==> src/rtl/fetch_stage.sv <==
// Instruction fetch + IF/ID register. Latency: ROM word at imem_addr lands in IF/ID one cycle later.
// Backpressure: stall_mem or hazard hold the PC and IF/ID; a flush or an interrupt entry inserts one NOP bubble.
module fetch_stage #(
  parameter logic [31:0] RESET_PC   = 32'h0000_0000,
  parameter logic [31:0] IRQ_VECTOR = 32'h0000_0100,
  parameter logic [31:0] NOP_INSTR  = 32'h0000_0013
) (
  input  logic        clk,
  input  logic        rst_n,
  input  logic        hazard,
  input  logic        stall_mem,
  input  logic        flush,
  input  logic [31:0] branch_target,
  input  logic        rti_ret,
  input  logic        irq,
  input  logic        interrupt_branch_alert,
  output logic [31:0] imem_addr,
  input  logic [31:0] imem_rdata,
  output logic [31:0] instruction,
  output logic [31:0] curr_pc,
  output logic [31:0] next_pc,
  output logic        irq_ack,
  output logic        in_isr
);

  typedef enum logic {RUN, IN_ISR} state_t;

  state_t      state_q, state_d;
  logic [31:0] pc_q, pc_d;
  logic [31:0] epc_q, epc_d;
  logic [31:0] instr_q, instr_d;
  logic [31:0] cpc_q, cpc_d;
  logic [31:0] npc_q, npc_d;
  logic        pend_q, pend_d;
  logic        ack_q, ack_d;
  logic        take_irq;
  logic [31:0] pc_plus4;

  assign pc_plus4 = pc_q + 32'd4;

  // A JAL sitting in decode would lose its link/redirect if the interrupt cut in here.
  assign take_irq = (state_q == RUN) && pend_q && !hazard && !interrupt_branch_alert &&
                    (instr_q[6:0] != 7'b1101111);

  always_comb begin
    state_d = state_q;
    pc_d    = pc_q;
    epc_d   = epc_q;
    instr_d = instr_q;
    cpc_d   = cpc_q;
    npc_d   = npc_q;
    pend_d  = pend_q | irq;
    ack_d   = 1'b0;

    if (stall_mem) begin
      // everything except the pending-interrupt latch is frozen
    end else if (flush) begin
      instr_d = NOP_INSTR;
      cpc_d   = 32'd0;
      npc_d   = 32'd0;
      if (rti_ret) begin
        pc_d    = epc_q;
        state_d = RUN;
      end else begin
        pc_d = branch_target & ~32'h3;
      end
    end else if (take_irq) begin
      // The word currently at pc is dropped; epc points back at it so it is re-fetched.
      epc_d   = pc_q;
      pc_d    = IRQ_VECTOR;
      instr_d = NOP_INSTR;
      cpc_d   = 32'd0;
      npc_d   = 32'd0;
      pend_d  = 1'b0;
      ack_d   = 1'b1;
      state_d = IN_ISR;
    end else if (hazard) begin
      // hold pc and IF/ID
    end else begin
      instr_d = imem_rdata;
      cpc_d   = pc_q;
      npc_d   = pc_plus4;
      pc_d    = pc_plus4;
    end
  end

  always_ff @(posedge clk) begin
    if (!rst_n) begin
      state_q <= RUN;
      pc_q    <= RESET_PC;
      epc_q   <= 32'd0;
      instr_q <= NOP_INSTR;
      cpc_q   <= 32'd0;
      npc_q   <= 32'd0;
      pend_q  <= 1'b0;
      ack_q   <= 1'b0;
    end else begin
      state_q <= state_d;
      pc_q    <= pc_d;
      epc_q   <= epc_d;
      instr_q <= instr_d;
      cpc_q   <= cpc_d;
      npc_q   <= npc_d;
      pend_q  <= pend_d;
      ack_q   <= ack_d;
    end
  end

  assign imem_addr   = pc_q;
  assign instruction = instr_q;
  assign curr_pc     = cpc_q;
  assign next_pc     = npc_q;
  assign irq_ack     = ack_q;
  assign in_isr      = (state_q == IN_ISR);

endmodule
==> config.mk <==
export PLATFORM = sky130hd
export DESIGN_NAME = fetch_stage
export DESIGN_NICKNAME = d
export VERILOG_FILES = /design/src/rtl/fetch_stage.sv
export SDC_FILE = /design/constraint.sdc
export NUM_CORES = 1
export LEC_CHECK = 0
export CORE_MARGIN = 2
export CORE_UTILIZATION = 44
export CTS_BUF_LIST = sky130_fd_sc_hd__clkbuf_16
export CTS_CLUSTER_DIAMETER = 30
export DETAILED_ROUTE_END_ITERATION = 6
export PLACE_DENSITY = 0.78
export SETUP_SLACK_MARGIN = 0.4
export SYNTH_ARGS = -nofsm -noshare
export SYNTH_HDL_FRONTEND = slang
export SYNTH_SLANG_ARGS = --single-unit
==> constraint.sdc <==
create_clock -name clk -period 2.05 [get_ports clk]
set_input_delay 0.615 -clock clk [delete_from_list [all_inputs] [get_ports clk]]
set_output_delay 0.615 -clock clk [all_outputs]
set_load 0.01 [all_outputs]
Run 1, placement density heat map:
(3 px per um) The die is cut into 13 by 13 equal tiles; dark blue is low, red is high, 0 to 100% covered.
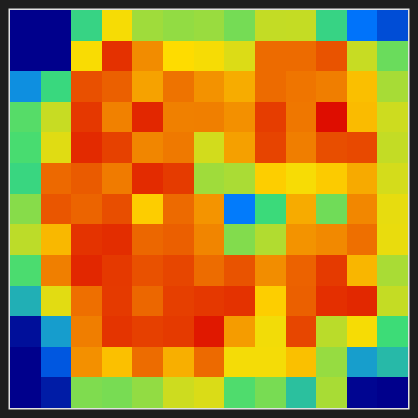
fullest tile: 99%
nearly empty tiles: 4.7%
mean over tiles: 71%
tiles over 75% full: 55%
Util after Layout: 0.781
initial core utilization: 0.444
core area: 16400 um^2

Run 1, placed cells, one color a class:
(3 px per um)
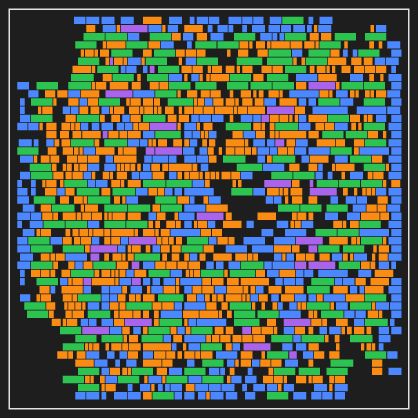
legend:
  orange:
    class: combinational and other logic
    cells: 619
  purple:
    class: clock drivers and dummy loads
    cells: 32
  blue:
    class: remaining buffers and delay cells
    cells: 370
  green:
    class: sequential cells
    cells: 161
fraction of area in registers: 0.258
post-route cell area: 12800 um^2
row count: 47

==> Slide: Implementation Results, run 1 <==
Key Metrics from the Run

Status
  – Status: finished, final reports clean

Floorplan
  – Chip area: 17600 um^2

STA
  – Fin crit share: 0.992
  – Final Hold Viols: 0
  – Final slew viol count: 0
  – Max Freq: 492 MHz
  – Tmin final: 2.03 ns
  – Final setup TNS: 0 ns
  – RSZ-0062 raised after global routing: yes
  – Worst-margin pin slew: 0.770 ns
  – Hold_ws: 0.451 ns

Power and ir drop
  – Clock share of power: 0.391
  – Seq group: 0.00323 W
  – Combinational power: 0.00137 W

Routing
  – 1st-iter DRT viols: 686
  – Post-DR vias/cell: 5.91
  – Wire per inst: 21.0 um

Worst setup path
  – Slowest CP cell: or4b_4
  – CP cell instances: or4b_4, buf_6, a2111o_2, buf_12, mux2i_1, nor2_1

Cells and area
  – Flip-flop and latch count: 161
  – Non-clock buffering overhead: 0.302
  – Logic share of the area: 0.374
  – Clock buf count: 17
  – Flop area: 3310 um^2

Logic synthesis
  – Yosys Warn Count: 0
  – Post-synth EDFFs: 0
  – Max-area cell share: 0.442
  – Synth Seq Share: 0.442
  – Xor/xnor share: 0.0216

Clock tree
  – Cts hold-fix bufs: 0
  – Post_cts resized: 403

Hold path
  – Hold_sp: instruction[27]$_SDFFE_PN0P_
  – Worst hold path endpoint: instruction[27]$_SDFFE_PN0P_
  – WHS Path Cells: 2

Place
  – HPWL Detailed: 16.0 mm
Run 1, port wiring:
(2 px per um)
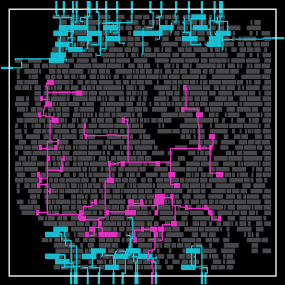
legend:
  magenta:
    port: `rst_n`
    direction: input
    end_cells: 59
    buffers: 2
    wire: 609 um
  cyan:
    port: `curr_pc`
    direction: output
    end_cells: 32
    buffers: 32
    wire: 815 um
IO Pins: 202
Buffers on Ports: 199

==> run 1: cell usage in the layout, fill, tap and decap left out, drive strengths merged, types with 3 or more instances in the layout <==
cell / instances
nor2: 74
o31a: 3
nor4: 4
a22oi: 6
nand2: 92
clkinv: 5
a32o: 7
o22ai: 5
or3: 8
buf: 205
o21ai: 33
xnor2: 8
nand3: 103
xor2: 10
o211ai: 3
clkdlybuf4s50: 63
a31oi: 4
dfxtp: 161
clkinvlp: 4
a32oi: 6
and4: 7
o311ai: 7
or4: 7
o32a: 6
inv: 15
mux2i: 45
o2111ai: 4
a21oi: 98
dlymetal6s2s: 63
a22o: 4
clkbuf: 37
clkdlybuf4s15: 17
o31ai: 3
mux2: 12
nor3: 8
nand4: 13
Run 1, cell outlines without signal wires:
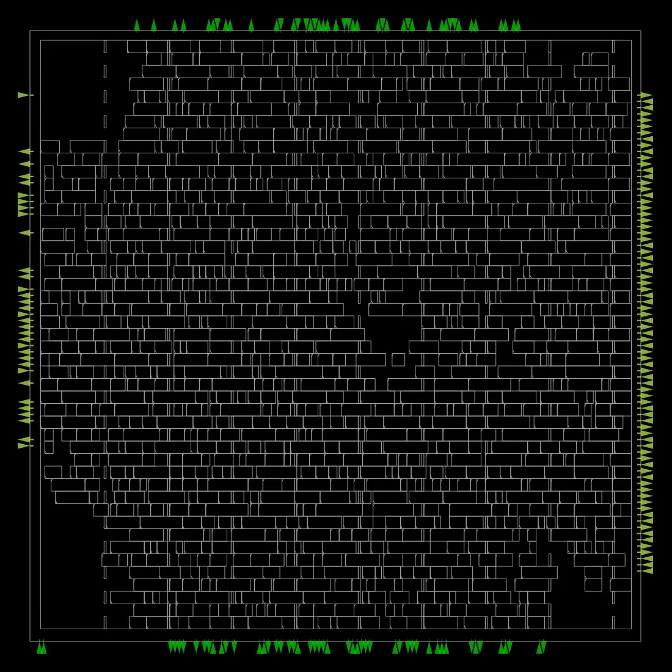

==> run 2: changes to the inputs <==
Settings changed: SKIP_CTS_REPAIR_TIMING set to 1.
Run 2, cell outlines without signal wires:
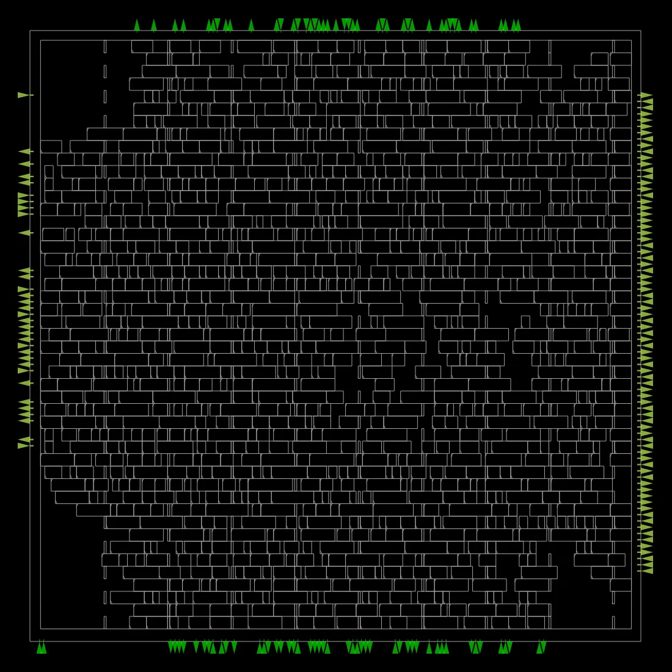
total of fill cells in the finished design: 1036
fraction of area in registers: 0.261
Well Taps: 220
flip-flop and latch count: 161
Util after Layout: 0.769

Run 2, placement density heat map:
(3 px per um) The die is cut into 13 by 13 equal tiles; dark blue is low, red is high, 0 to 100% covered.
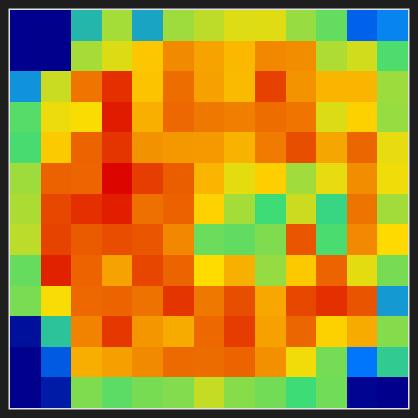
tiles over 75% full: 55%
fullest tile: 100%
nearly empty tiles: 4.7%

==> run 2 against run 1 <==
Against the previous run: the run now ends with negative setup slack left; worst setup slack worse by 0.22 ns; clock-buffer cell count unchanged; sequential power about the same; critical path depth is the same; critical endpoint is now epc_q[0]$_SDFFE_PN0P_; largest cell class unchanged.
==> Slide: Implementation Results, run 2 <==
Key Metrics from the Run

Cells and area
  – Logic share of the area: 0.357 (-0.0168)
  – Clock buf count: 17 (unchanged)
  – Non-clock buffering overhead: 0.315 (+0.0134)
  – Top cells excl fill/tap: dfxtp_1, dlymetal6s2s_1, buf_4
  – Non-clock buffer count: 361
  – Finished Layout Cells: 1393

Floorplan
  – Core area: 16400 um^2 (unchanged)
  – IO Pins: 202 (unchanged)
  – Chip area: 17600 um^2 (unchanged)
  – Initial core utilization: 0.444 (unchanged)
  – Row count: 47 (unchanged)

STA
  – Setup WS post-layout: -0.207 ns
  – Final setup TNS: -3.86 ns (-3.86 ns)
  – Worst-margin pin slew: 0.657 ns (-0.113 ns)
  – Setup violations, final: 36
  – Tmin final: 2.26 ns (+0.223 ns)
  – Fin crit share: 1.10 (+0.109)
  – Max Freq: 443 MHz (-9.9%)
  – RSZ-0062 raised after global routing: yes
  – Final slew viol count: 0 (unchanged)
  – Hold_ws: 0.450 ns (-0.000891 ns)

Logic synthesis
  – Max-area cell share: 0.442 (unchanged)
  – Post-synth EDFFs: 0 (unchanged)
  – Largest cells by area: dfxtp_1, nand3_1, a21oi_1
  – Yosys Warn Count: 0 (unchanged)
  – Xor/xnor share: 0.0216 (unchanged)
  – Post-synthesis cell area: 7290 um^2
  – Synth Seq Share: 0.442 (unchanged)

Power and ir drop
  – Seq group: 0.00323 W (about the same)
  – Clock share of power: 0.396 (+0.005)
  – Combinational power: 0.00125 W (-9%)
  – Int Pwr: 0.00535 W
  – P_leak: 6.58 nW

Place
  – HPWL Detailed: 16.0 mm (unchanged)
  – Setup WS pre-CTS: -0.711 ns
  – Buffers on Ports: 199 (unchanged)

Hold path
  – Worst hold path endpoint: instruction[8]$_SDFFE_PN0P_
  – WHS Path Cells: 2 (unchanged)

Status
  – Failing checks: negative setup slack
  – Status: complete, but fails checks

Clock tree
  – Sink Count: 161

Routing
  – Post-DR vias/cell: 5.81 (-1.8%)
  – Wire per inst: 20.2 um (-3.8%)
Run 2, the metal 1 layer:
(4 px per um) Supply wires on this layer in gray. Cells faint in the background.
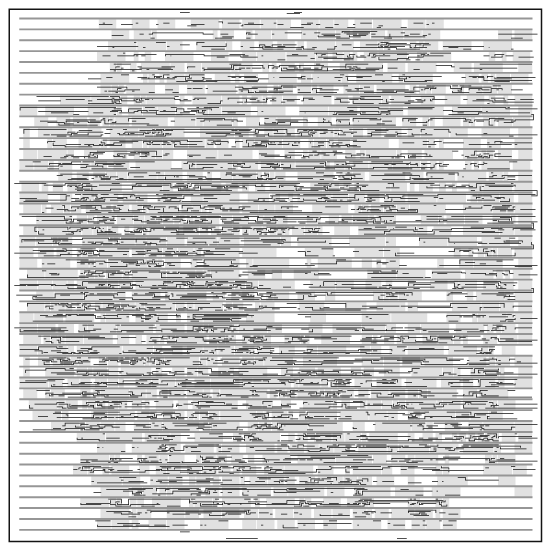
share of all routed wire: 41%
longest straight run: 37.7 um
main direction: horizontal
nets with wire on the layer: 1120
wire length on this layer: 11500 um
routed wire length: 28.1 mm
met1 usage: 0.344

==> run 2: cell count changes in the layout (fill, tap and decap cells not counted), sizes merged <==
cell	before	now
bufbuf	1	0
buf	205	171
dlygate4sd2	1	0
clkbuf	37	35
clkdlybuf4s15	17	0
dlymetal6s2s	63	109
==> run 2: layer usage <==
layer | vias to the layer above | share of wire | global-route usage
met2 | 382 | 0.49 | 0.411
met5 | - | 0 | 0
li1 | 3717 | - | -
met3 | 83 | 0.068 | 0.0498
met1 | 3906 | 0.41 | 0.344
met4 | 0 | 0.035 | 0.0878
==> run 2: critical path: stages, from the launching register on <==
cell	delay [ns]
dfxtp_2	0.32
or4b_4	0.55
buf_6	0.14
a2111o_2	0.60
clkbuf_16	0.24
mux2i_1	0.20
nor2_1	0.07
==> run 3: changes to the inputs <==
Settings changed: SLEW_MARGIN set to 40.
Run 3, the metal 1 layer:
(4 px per um) Supply wires on this layer in gray. Cells faint in the background.
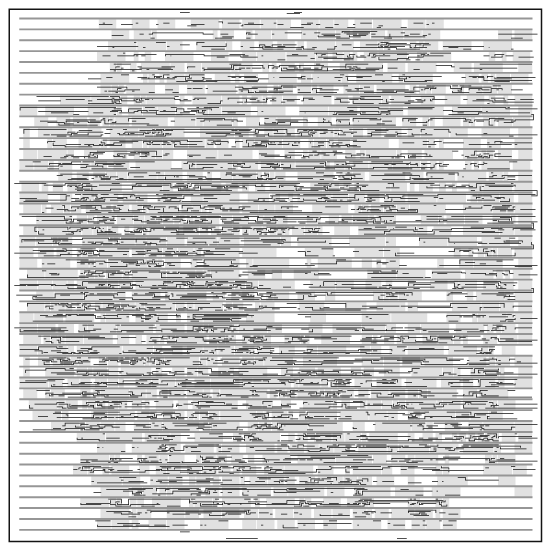
nets with wire on the layer: 1120
main direction: horizontal
wire length on this layer: 11500 um
share of all routed wire: 41%
DR vias: 8088

Run 3, cell outlines without signal wires:
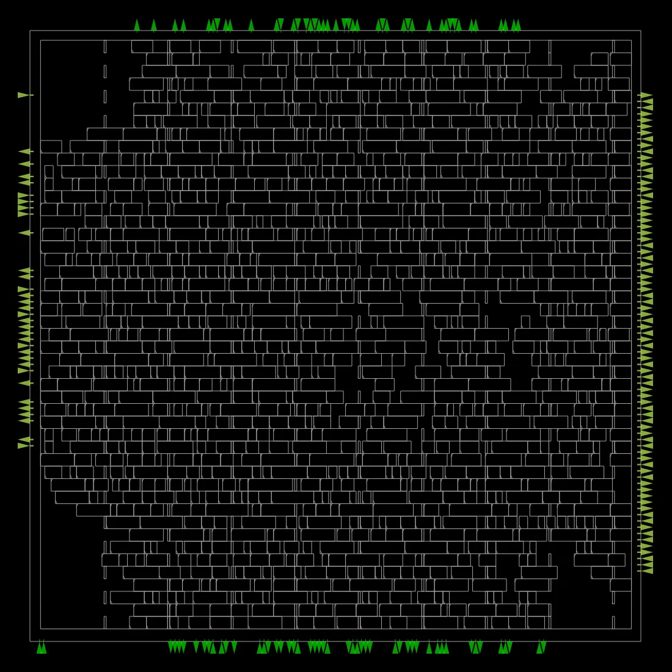
Finished Layout Cells: 1393

==> run 3 against run 2 <==
Against the previous run: non-clock buffer count is the same; the run still ends with negative setup slack left; area after synthesis did not move; highest routed layer unchanged; first-iteration DRC count stayed put; sequential power about the same; clock power is essentially flat; power did not move; critical path type unchanged; global-route usage unchanged.
==> Slide: Implementation Results, run 3 <==
Key Metrics from the Run

Cells and area
  – Non-clock buffering overhead: 0.315 (unchanged)
  – Fraction of area in registers: 0.261 (unchanged)
  – Clock buf count: 17 (unchanged)
  – Non-clock buffer count: 361 (unchanged)
  – Util after Layout: 0.769 (unchanged)
  – Flip-flop and latch count: 161 (unchanged)
  – Total of fill cells in the finished design: 1036 (unchanged)

Logic synthesis
  – Max-area cell share: 0.442 (unchanged)
  – Yosys Warn Count: 0 (unchanged)
  – Post-synth EDFFs: 0 (unchanged)

Floorplan
  – IO Pins: 202 (unchanged)
  – Well Taps: 220 (unchanged)
  – Chip area: 17600 um^2 (unchanged)
  – Row count: 47 (unchanged)

STA
  – Setup WS post-layout: -0.207 ns (unchanged)
  – Tmin final: 2.26 ns (unchanged)
  – Setup violations, final: 36 (unchanged)
  – Max Freq: 443 MHz (unchanged)

Status
  – Status: complete, but fails checks
  – Failing checks: negative setup slack

Place
  – Buffers on Ports: 199 (unchanged)
  – HPWL Detailed: 16.0 mm (unchanged)
  – Setup WS pre-CTS: -0.711 ns (unchanged)

Global routing
  – Met1 usage: 0.344 (unchanged)

Routing
  – Top layer in use: met4
  – Met3 wire length: 1.90 mm (unchanged)

Clock tree
  – Sink Count: 161 (unchanged)

Hold path
  – WHS Path Cells: 2 (unchanged)
Run 3, placement density heat map:
(3 px per um) The die is cut into 13 by 13 equal tiles; dark blue is low, red is high, 0 to 100% covered.
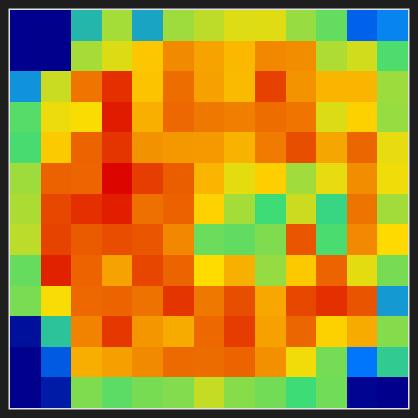
fullest tile: 100%
tiles over 75% full: 55%
nearly empty tiles: 4.7%
mean over tiles: 70%

==> run 3: cell counts after synthesis <==
No cell type changed its count.
==> run 3: power by group through the flow <==
stage	Sequential [W]	Clock, W	Combinational, W
3_3_place_gp	0.00330	0	0.000980
6_report	0.00323	0.00294	0.00125
2_1_floorplan	0.00334	0	0.000486
5_1_grt	0.00324	0.00311	0.00131
3_5_place_dp	0.00330	0	0.000986
4_1_cts	0.00323	0.00295	0.000993
==> run 3: critical path, stage by stage, from the launching register on <==
cell and delay, ns:
dfxtp_2 0.32, or4b_4 0.55, buf_6 0.14, a2111o_2 0.60, clkbuf_16 0.24, mux2i_1 0.20
nor2_1 0.07
No activity file was given, so power comes from the tool's default toggle rates.
